**Wiring heat map**

The die is cut into 17 by 33 equal tiles; black is low, pale yellow is high, scaled to the fullest tile. Values are wire area over tile area, all layers added.
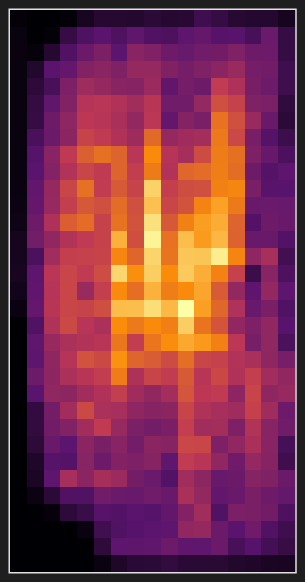
**Placement by cell class**

Bar = 100 um. Fill, decap, tap and diode cells in gray.
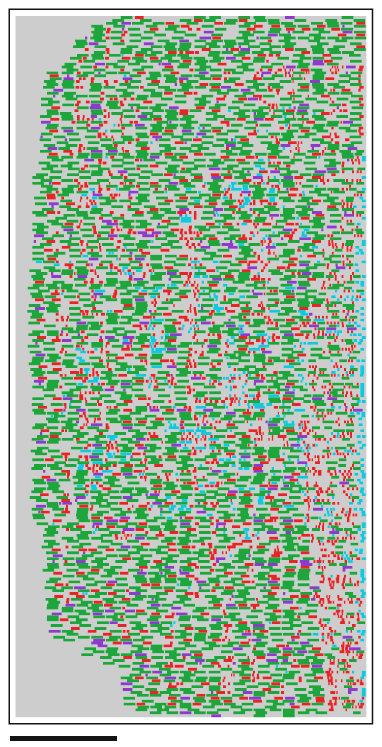
**Routed metal, one color a layer**

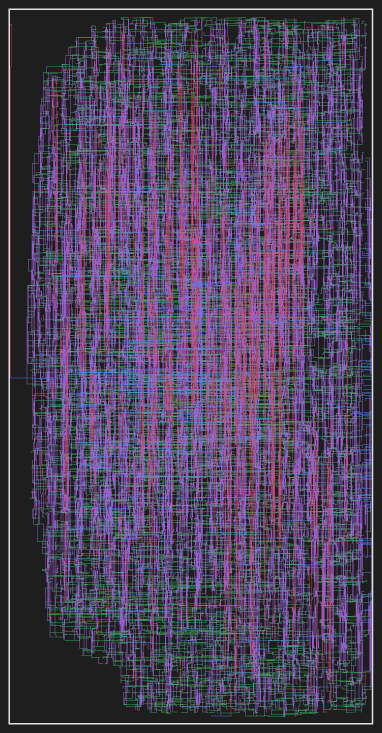
==> src/rtl/dw_window_generator.sv <==
// Streaming 3x3 sliding-window generator with implicit zero padding of 1,
// stride 1 or 2, feeding the depthwise 3x3 convolution engine.
module dw_window_generator #(
    parameter int MAX_WIDTH = 112
) (
    input  logic            clock,
    input  logic            reset,
    input  logic            start,
    input  logic [7:0]      cfg_width,
    input  logic [7:0]      cfg_height,
    input  logic            cfg_stride2,
    input  logic [7:0]      in_pixel,
    input  logic            in_valid,
    output logic            in_ready,
    output logic [8:0][7:0] window_out,
    output logic            window_valid,
    output logic [7:0]      out_row,
    output logic [7:0]      out_col,
    output logic            busy,
    output logic            frame_done,
    output logic            cfg_error
);
    localparam int         AW       = $clog2(MAX_WIDTH + 1);
    localparam int         LB_DEPTH = 1 << AW;
    localparam logic [7:0] MAX_W8   = 8'(MAX_WIDTH);

    typedef enum logic [1:0] {IDLE, RUN, DONE} state_t;
    state_t state, state_nxt;

    logic [7:0]      width_r, height_r;
    logic            stride2_r;
    logic [7:0]      y, x;
    logic [7:0]      lb0 [LB_DEPTH];
    logic [7:0]      lb1 [LB_DEPTH];
    logic [8:0][7:0] win_p0, win_nxt;
    logic [AW-1:0]   xi;
    logic            real_pos, step, last_step, emit, cfg_ok, accept;
    logic [7:0]      pixel, top, mid;

    always_comb begin
        xi        = x[AW-1:0];
        real_pos  = (y < height_r) && (x < width_r);
        step      = (state == RUN) && (!real_pos || in_valid);
        pixel     = real_pos ? in_pixel : 8'd0;
        // Rows above the frame read as zero; stale line-buffer content is masked here.
        top       = (y <= 8'd1) ? 8'd0 : lb0[xi];
        mid       = (y == 8'd0) ? 8'd0 : lb1[xi];
        last_step = (y == height_r) && (x == width_r);
        emit      = step && (y != 8'd0) && (x != 8'd0) && (!stride2_r || (y[0] && x[0]));
        cfg_ok    = (cfg_width != 8'd0) && (cfg_width <= MAX_W8) && (cfg_height != 8'd0);
        accept    = (state == IDLE) && start && cfg_ok;

        // Shift left one column; at x==0 the two left columns are left padding.
        win_nxt    = '0;
        win_nxt[0] = (x == 8'd0) ? 8'd0 : win_p0[1];
        win_nxt[1] = (x == 8'd0) ? 8'd0 : win_p0[2];
        win_nxt[3] = (x == 8'd0) ? 8'd0 : win_p0[4];
        win_nxt[4] = (x == 8'd0) ? 8'd0 : win_p0[5];
        win_nxt[6] = (x == 8'd0) ? 8'd0 : win_p0[7];
        win_nxt[7] = (x == 8'd0) ? 8'd0 : win_p0[8];
        win_nxt[2] = top;
        win_nxt[5] = mid;
        win_nxt[8] = pixel;
    end

    always_comb begin
        state_nxt = state;
        case (state)
            IDLE:    if (accept) state_nxt = RUN;
            RUN:     if (step && last_step) state_nxt = DONE;
            DONE:    state_nxt = IDLE;
            default: state_nxt = IDLE;
        endcase
    end

    assign in_ready   = (state == RUN) && real_pos;
    assign busy       = (state == RUN);
    assign frame_done = (state == DONE);

    always_ff @(posedge clock) begin
        if (reset) begin
            state        <= IDLE;
            x            <= 8'd0;
            y            <= 8'd0;
            width_r      <= 8'd0;
            height_r     <= 8'd0;
            stride2_r    <= 1'b0;
            window_valid <= 1'b0;
            window_out   <= '0;
            out_row      <= 8'd0;
            out_col      <= 8'd0;
            cfg_error    <= 1'b0;
        end else begin
            state        <= state_nxt;
            window_valid <= emit;
            cfg_error    <= (state == IDLE) && start && !cfg_ok;
            if (accept) begin
                width_r   <= cfg_width;
                height_r  <= cfg_height;
                stride2_r <= cfg_stride2;
                x         <= 8'd0;
                y         <= 8'd0;
            end else if (step) begin
                if (x == width_r) begin
                    x <= 8'd0;
                    y <= y + 8'd1;
                end else begin
                    x <= x + 8'd1;
                end
            end
            if (emit) begin
                window_out <= win_nxt;
                out_row    <= y - 8'd1;
                out_col    <= x - 8'd1;
            end
        end
    end

    // Stage p0: line buffers and working window advance on every step.
    always_ff @(posedge clock) begin
        if (step) begin
            lb0[xi] <= mid;
            lb1[xi] <= pixel;
            win_p0  <= win_nxt;
        end
    end

endmodule
==> config.mk <==
export PLATFORM = sky130hd
export DESIGN_NAME = dw_window_generator
export DESIGN_NICKNAME = d
export VERILOG_FILES = /design/src/rtl/dw_window_generator.sv
export SDC_FILE = /design/constraint.sdc
export NUM_CORES = 2
export LEC_CHECK = 0
export CAP_MARGIN = 20
export CELL_PAD_IN_SITES_DETAIL_PLACEMENT = 1
export CELL_PAD_IN_SITES_GLOBAL_PLACEMENT = 2
export CORE_ASPECT_RATIO = 2
export CORE_MARGIN = 5
export CORE_UTILIZATION = 40
export CTS_CLUSTER_DIAMETER = 50
export DETAILED_ROUTE_END_ITERATION = 8
export GPL_TIMING_DRIVEN = 0
export PLACE_DENSITY_LB_ADDON = 0.1
export RECOVER_POWER = 25
export SETUP_SLACK_MARGIN = 0.1
export SYNTH_ARGS = -nofsm -noshare
export SYNTH_HDL_FRONTEND = slang
export SYNTH_SLANG_ARGS = --single-unit
==> constraint.sdc <==
create_clock -name clock -period 10.2 [get_ports clock]
set_input_delay 2.04 -clock clock [delete_from_list [all_inputs] [get_ports clock]]
set_output_delay 2.04 -clock clock [all_outputs]
set_load 0.02 [all_outputs]
==> results.txt <==
kind of critical path: flip-flop to flip-flop
CTS root buf: clkbuf_16
Seq group: 10.1 mW
outcome: complete, but fails checks
actual slew at the worst max-slew pin: 4.62 ns
min-delay src: width_r[7]
largest net degree at the start of global routing: 81
count leader, synth: edfxtp_1
CTS sink cnt: 2228
most frequent cells in the layout: edfxtp_1, mux4_2, clkbuf_16
Final Instance Area: 101000 um2
Period minus WS final: 7.47 ns
RSZ-0062 raised after global routing: no
failing checks: capacitance limit, slew limit
post-synthesis cell count from yosys: 4442
Num CTS Buffers: 204
Ports: 122
EDFF count, synth: 2096
Cells after Synth: 4442
Leakage: 29.0 nW
beginning of the critical path: x[0]
drt initial violations: 3863
Initial Util: 0.401
final setup vio count: 0
Crit path required time: 10.81 ns
Clock transition at path regs: 0.06 ns
Comb group: 819 uW
Pins Over Slew Limit: 636
final antenna-violating net count: 0
Rows: 241
Synth Area per Inst: 19.4 um2
most frequent logic cell in the layout: edfxtp_1
post_cts resized: 0
Cell Int Power: 14.9 mW
MaxCap Viol Count: 15
Die Wd: 338 um
combinational power share: 0.043
vias in the first global route: 49800
yosys warning tally: 0
FMAX: 134 MHz
grt total ovfl: 0
Inst Count DP: 7521
asr flop ratio synth: 0
CTS tree: yes
Slew HR: -2.08
Max-area cell share: 0.730
cell area after synthesis: 86200 um2
Layout area overhead: 16.8%
P_clk: 8.03 mW
sw power: 4.10 mW
maximum vdd drop: 0.000125 V
Power Dens Cells: 188 nW/um2
Reg power frac: 0.533
yosys stat area: 86200 um2
synthesized net count: 4493
Layout Cells excl Fill: 7896
top post-synthesis cells by count: edfxtp_1, mux4_2, nor2_1, mux2i_1, a22oi_1
Post-DP Area: 94300 um2
post-route core utilization: 0.469
# nets final: 4985
1st-pass router iterations: 7
Latency at later pin: 0.88 ns
OpenROAD warning count: 33
Final Hold Vio Count: 0
ys flop type: edfxtp_1
Pwr Total: 19.0 mW
post-cts hold-fix buffer tally: 0
DPL Wire Length: 228 mm
CORE AREA: 215000 um2
clock share of power: 0.424
post-route clock period utilization: 0.732
About 'wiring heat map':
6.2% of the tiles are nearly empty. 28% of the tiles are over half the peak. The fullest tile reaches 0.60. The mean over all tiles is 0.23. The densest ninth of the die: center.
via count: 46400
wire length per cell: 39.2 um
Routed Wire Length: 310 mm
Tot GR Track Use: 0.271

About 'placement by cell class':
Cyan is remaining buffers and delay cells, cells 567, share of their area 5.5%. Green is registers, cells 2228, share of their area 67%. Red is remaining logic cells, cells 1933, share of their area 20%. Purple is clock drivers and dummy loads, cells 369, share of their area 7.0%.

About 'routed metal, one color a layer':
Purple is M2, wire length 171 mm. Blue is M3, wire length 13600 um. Green is M1, wire length 98.3 mm. Red is M4, wire length 26.8 mm.

final cells by class:
class / instances / area, um2
sequential: 2228 / 65600
timing repair buffer: 286 / 3930
clock buffer: 242 / 5400
antenna: 5 / 12.5
clock inverter: 127 / 1410
buffer: 281 / 1420
multi-input combinational: 1907 / 19400
inverter: 26 / 97.6
tap: 2794 / 3500
fill: 19800 / 114000
final timing paths:
| check | endpoint | cells after the start | slack [ns] |
|---|---|---|---|
| setup reg to reg | lb1[123][5] | 12 | 2.73 |
| setup / recovery | lb1[123][5] | 12 | 2.73 |
| hold reg to reg | width_r[7] | 2 | 0.44 |
| hold / removal | width_r[7] | 2 | 0.44 |
cell families after synthesis:
| family | Yosys count | synth area share |
|---|---|---|
| fa+ha+maj | 22 | 0.00319 |
| compound gates | 594 | 0.0453 |
| buf+inv | 307 | 0.0178 |
| xor+xnor | 12 | 0.00122 |
| simple gates | 612 | 0.0342 |
| flops | 2228 | 0.760 |
| mux | 667 | 0.138 |
registers in the layout (all words and copies together) (netlist names), 8 cells and up, named ones only:
name	count
y	8
out_row	8
out_col	8
win_p0	48
lb1	1024
width_r	8
window_out	72
height_r	8
x	8
lb0	1024
per-layer routing:
layer	up-vias	track usage	wire, um	share of wire
li1	19200	-	-	-
met2	1569	0.524	171000	0.55
met4	0	0.184	26800	0.086
met5	-	0	0	0
met3	652	0.0342	13600	0.044
met1	25000	0.268	98300	0.32
critical path, cell delays in order (launching register included):
cell and delay [ns]:
dfxtp_1 0.33, clkbuf_1 0.20, inv_1 0.40, ha_1 0.23
nor2b_1 0.04, o21a_1 0.15, o21ai_0 0.17, a21oi_1 0.21
nor3_1 0.87, clkbuf_1 0.38, and2_0 2.13, clkbuf_1 1.65
buf_16 0.30
Power is estimated from default activity; no workload was simulated.
